<file path="src/rtl/fsk_rx_param.sv">
// FSK bit-window receiver: counts synchronized rising edges per window, decodes
// each window to one bit, assembles LSB-first words and hands them off with valid/ready.
module fsk_rx_param #(
   parameter int WIDTH      = 12,
   parameter int BIT_CYCLES = 64,
   parameter int THRESH     = 3,
   parameter int CNT_W      = 6
) (
   input  logic             clk,
   input  logic             reset,
   input  logic             en,
   input  logic             datain,
   input  logic             dout_ready,
   input  logic             ovr_clr,
   output logic [WIDTH-1:0] dataout,
   output logic             dout_valid,
   output logic             overrun,
   output logic             carrier
);

   localparam int WIN_W = (BIT_CYCLES > 2) ? $clog2(BIT_CYCLES) : 1;
   localparam int IDX_W = (WIDTH > 2) ? $clog2(WIDTH) : 1;
   localparam logic [WIN_W-1:0] WIN_LAST = WIN_W'(BIT_CYCLES - 1);
   localparam logic [IDX_W-1:0] IDX_LAST = IDX_W'(WIDTH - 1);
   localparam logic [CNT_W-1:0] CNT_MAX  = '1;

   typedef enum logic {IDLE, RUN} state_t;

   state_t            state_q, state_d;
   logic              sync_p0, sync_p1, sync_p2;
   logic              rise_p2;
   logic [WIN_W-1:0]  win_q, win_d;
   logic [CNT_W-1:0]  cnt_q, cnt_d;
   logic [IDX_W-1:0]  idx_q, idx_d;
   logic [WIDTH-1:0]  word_q, word_d;
   logic [CNT_W:0]    total;
   logic              done;
   logic              xfer;

   function automatic logic [CNT_W-1:0] sat_inc(input logic [CNT_W-1:0] cnt,
                                                input logic inc);
      if (inc && (cnt != CNT_MAX))
         return cnt + CNT_W'(1);
      return cnt;
   endfunction

   function automatic logic over_thresh(input logic [CNT_W:0] tot);
      return int'(tot) > THRESH;
   endfunction

   // stage p0/p1: metastability synchronizer, p2: previous sample for edge detect
   always_ff @(posedge clk or negedge reset) begin
      if (!reset) begin
         sync_p0 <= 1'b0;
         sync_p1 <= 1'b0;
         sync_p2 <= 1'b0;
      end else begin
         sync_p0 <= datain;
         sync_p1 <= sync_p0;
         sync_p2 <= sync_p1;
      end
   end

   assign rise_p2 = sync_p1 & ~sync_p2;

   // stage p3: window/edge/bit-index state
   always_ff @(posedge clk or negedge reset) begin
      if (!reset) begin
         state_q <= IDLE;
         win_q   <= '0;
         cnt_q   <= '0;
         idx_q   <= '0;
         word_q  <= '0;
      end else begin
         state_q <= state_d;
         win_q   <= win_d;
         cnt_q   <= cnt_d;
         idx_q   <= idx_d;
         word_q  <= word_d;
      end
   end

   always_comb begin
      state_d = state_q;
      win_d   = win_q;
      cnt_d   = cnt_q;
      idx_d   = idx_q;
      word_d  = word_q;
      done    = 1'b0;
      // An edge landing on the final window cycle still belongs to this window
      total   = {1'b0, cnt_q} + {{CNT_W{1'b0}}, rise_p2};
      case (state_q)
         IDLE: begin
            win_d = '0;
            cnt_d = '0;
            idx_d = '0;
            if (en && rise_p2) begin
               state_d = RUN;
               cnt_d   = CNT_W'(1);
            end
         end
         RUN: begin
            if (!en) begin
               state_d = IDLE;
               win_d   = '0;
               cnt_d   = '0;
               idx_d   = '0;
            end else if (win_q == WIN_LAST) begin
               win_d = '0;
               cnt_d = '0;
               if (total == '0) begin
                  state_d = IDLE;
                  idx_d   = '0;
               end else begin
                  word_d[idx_q] = over_thresh(total);
                  if (idx_q == IDX_LAST) begin
                     idx_d = '0;
                     done  = 1'b1;
                  end else begin
                     idx_d = idx_q + IDX_W'(1);
                  end
               end
            end else begin
               win_d = win_q + WIN_W'(1);
               cnt_d = sat_inc(cnt_q, rise_p2);
            end
         end
         default: state_d = IDLE;
      endcase
   end

   assign xfer    = dout_valid & dout_ready;
   assign carrier = (state_q == RUN);

   // stage p4: output word register and handshake
   always_ff @(posedge clk or negedge reset) begin
      if (!reset) begin
         dataout    <= '0;
         dout_valid <= 1'b0;
         overrun    <= 1'b0;
      end else begin
         if (done && (!dout_valid || xfer)) begin
            dataout    <= word_d;
            dout_valid <= 1'b1;
         end else if (xfer) begin
            dout_valid <= 1'b0;
         end
         if (done && dout_valid && !xfer)
            overrun <= 1'b1;
         else if (ovr_clr)
            overrun <= 1'b0;
      end
   end

endmodule

</file>
<file path="config.mk">
export PLATFORM = sky130hd
export DESIGN_NAME = fsk_rx_param
export DESIGN_NICKNAME = d
export VERILOG_FILES = /design/src/rtl/fsk_rx_param.sv
export SDC_FILE = /design/constraint.sdc
export NUM_CORES = 1
export LEC_CHECK = 0
export ABC_AREA = 1
export CAP_MARGIN = 20
export CORE_UTILIZATION = 60
export CTS_BUF_LIST = sky130_fd_sc_hd__clkbuf_4 sky130_fd_sc_hd__clkbuf_8
export DETAILED_ROUTE_END_ITERATION = 6
export PLACE_DENSITY = 0.88
export SKIP_LAST_GASP = 1
export SLEW_MARGIN = 20
export SYNTH_ARGS = -nofsm -noshare
export SYNTH_HDL_FRONTEND = slang
export SYNTH_SLANG_ARGS = --single-unit
</file>
<file path="constraint.sdc">
create_clock -name clk -period 4.4 [get_ports clk]
set_clock_uncertainty 0.1 [all_clocks]
set_input_delay 0.88 -clock clk [delete_from_list [all_inputs] [get_ports clk]]
set_output_delay 0.88 -clock clk [all_outputs]
set_load 0.02 [all_outputs]
</file>
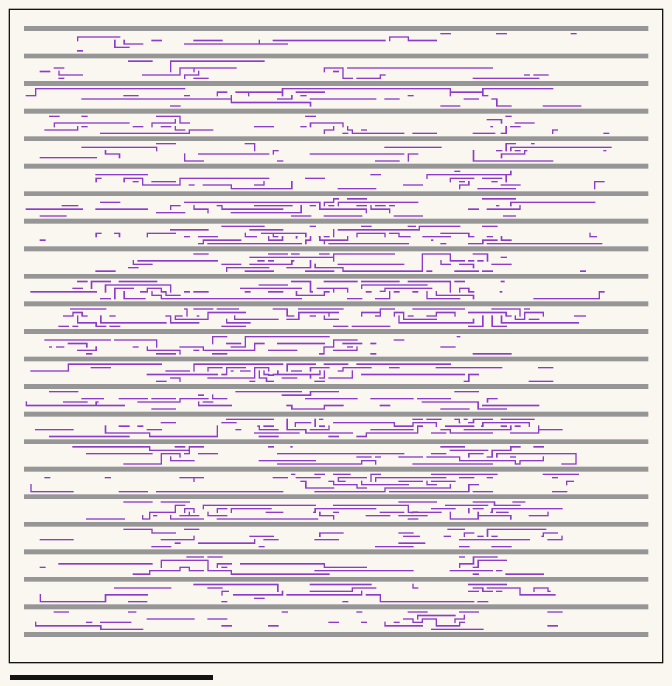
layer_met1.png
Scale bar: 20 microns. Supply wires on this layer in gray.
wire length on this layer: 1960 microns
nets with wire on the layer: 284
main direction: horizontal

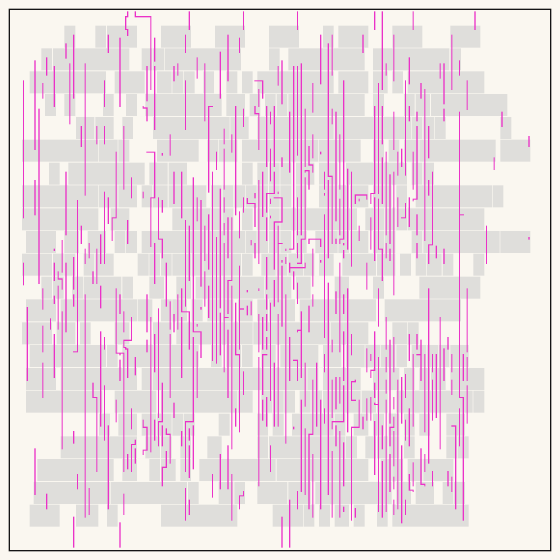
layer_met2.png
share of all routed wire: 49%
wire length on this layer: 2190 microns
nets with wire on the layer: 269

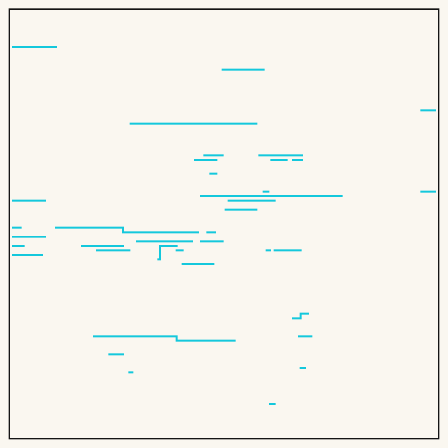
layer_met3.png
longest straight run: 21.2 microns
nets with wire on the layer: 29
wire length on this layer: 193 microns
share of all routed wire: 4.3%
main direction: horizontal

==> flow_metrics.env <==
# physical design summary
export IMPL_syn_area_per_cell_sq_um=8.16
export IMPL_dieHeight_microns=64.4
export IMPL_pg_comb_uw=45.5
export IMPL_post_cts_resized=0
export IMPL_grt_usage_pct=25.7
export IMPL_cp_top_family="simple AND/OR/NAND/NOR gates"
export IMPL_yosysTopAreaCell="dfrtp_1"
export IMPL_grt_first_pass_wirelength_mm=8.08
export IMPL_syn2layout_area_growth_pct=14.2
export IMPL_period_minus_slack_ps=2500
export IMPL_status="finished clean"
export IMPL_hpwl_mm=3.07
export IMPL_p_switching_uw=165
export IMPL_layout_top_cell="nand2_1"
export IMPL_clk_pin_slew_ps=80
export IMPL_clock_sinks=45
export IMPL_cap_violations=0
export IMPL_grt_start_max_net_pins=46
export IMPL_finalHoldViolCount=0
export IMPL_post_cts_buffers=0
export IMPL_regToRegStartpoint="sync_p2"
export IMPL_path_class="reg2reg"
export IMPL_cp_common_cell="nand2_1"
export IMPL_p_int_uw=596
export IMPL_xor_share_pct=0.375
export IMPL_synthMuxAreaShare_pct=0
export IMPL_rsz0062_at_grt="false"
export IMPL_finalClockPeriodUsage_pct=56.7
export IMPL_critical_path_buf_inv_count=2
export IMPL_combPwrFrac_pct=6.0
export IMPL_yosys_top_cells_area="dfrtp_1 48%, nand2_1 13%, inv_1 6.4%"
export IMPL_holdCritPathClass="reg2reg"
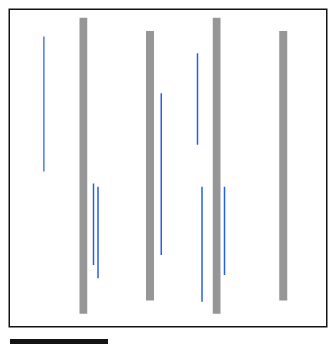
layer_met4.png
Scale bar: 20 microns. Supply wires on this layer in gray.
main direction: vertical
nets with wire on the layer: 7
share of all routed wire: 3.4%

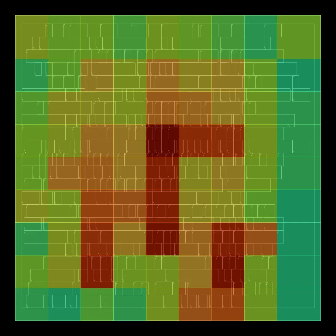
congestion.png
met3 GRT Util: 5.89%
DR WL/cell: 12.6 microns

worst min-delay path by stage:
stage	endpoint	slack, ps	depth (start not counted)
after global placement	sync_p1	230	0
after global routing	sync_p1	270	0
final	sync_p1	250	0
after detailed placement	sync_p1	230	0
after CTS	sync_p1	250	0
after floorplan	sync_p1	230	0
final cells by class:
type	count	area, sq um
fillers	305	1020
flip-flops and latches	45	1130
clock buffers	5	68.8
multi-input cells	197	1020
well taps	48	60.1
clock inverters	2	35.0
inverters	41	154
repair buffers	20	198
cell usage after synthesis, types with 2 or more instances:
library cell / count
buf_4: 2
dfrtp_1: 45
nand3_1: 14
nand2_2: 18
o21ai_0: 14
nor3_1: 3
nor2_1: 29
a21oi_1: 9
ha_1: 9
nand2_1: 80
nand4_1: 8
inv_1: 40
registers in the layout, indices dropped and copies added (netlist names):
register / flops
dataout: 12
word_q: 11
cnt_q: 6
win_q: 6
idx_q: 4
carrier: 1
dout_valid: 1
overrun: 1
sync_p0: 1
sync_p1: 1
sync_p2: 1
per-layer routing:
metal  vias up  routed length (microns)  global-route usage, %
li1        939                        -                      -
met2        57                     2190                   43.3
met3        15                      193                   5.89
met1       897                     1960                   31.1
met4         0                      153                   12.2
met5         -                        0                      0
stage by stage:
stage	util, %	total power [mW]	worst slack, ps	hold slack, ps	area [sq um]
final	72.3	0.761	1900	252	2670
after floorplan	-	0.458	2310	231	2330
after CTS	72.2	0.766	1870	253	2660
after global routing	72.3	0.787	1610	268	2670
after detailed placement	69.4	0.474	1670	235	2560
after global placement	69.4	0.472	1800	232	2560
cells by family (layout without fill, tap and decap cells):
kind of cell,after synthesis,after routing
and+or+nand+nor,161,161
DFF,45,45
buffers and inverters,44,68
AOI/OAI and AO/OA,26,26
adders and majority gates,9,9
xor gates and xnor gates,1,1
Power figures rest on the tool's default switching activity, not on a simulated workload.
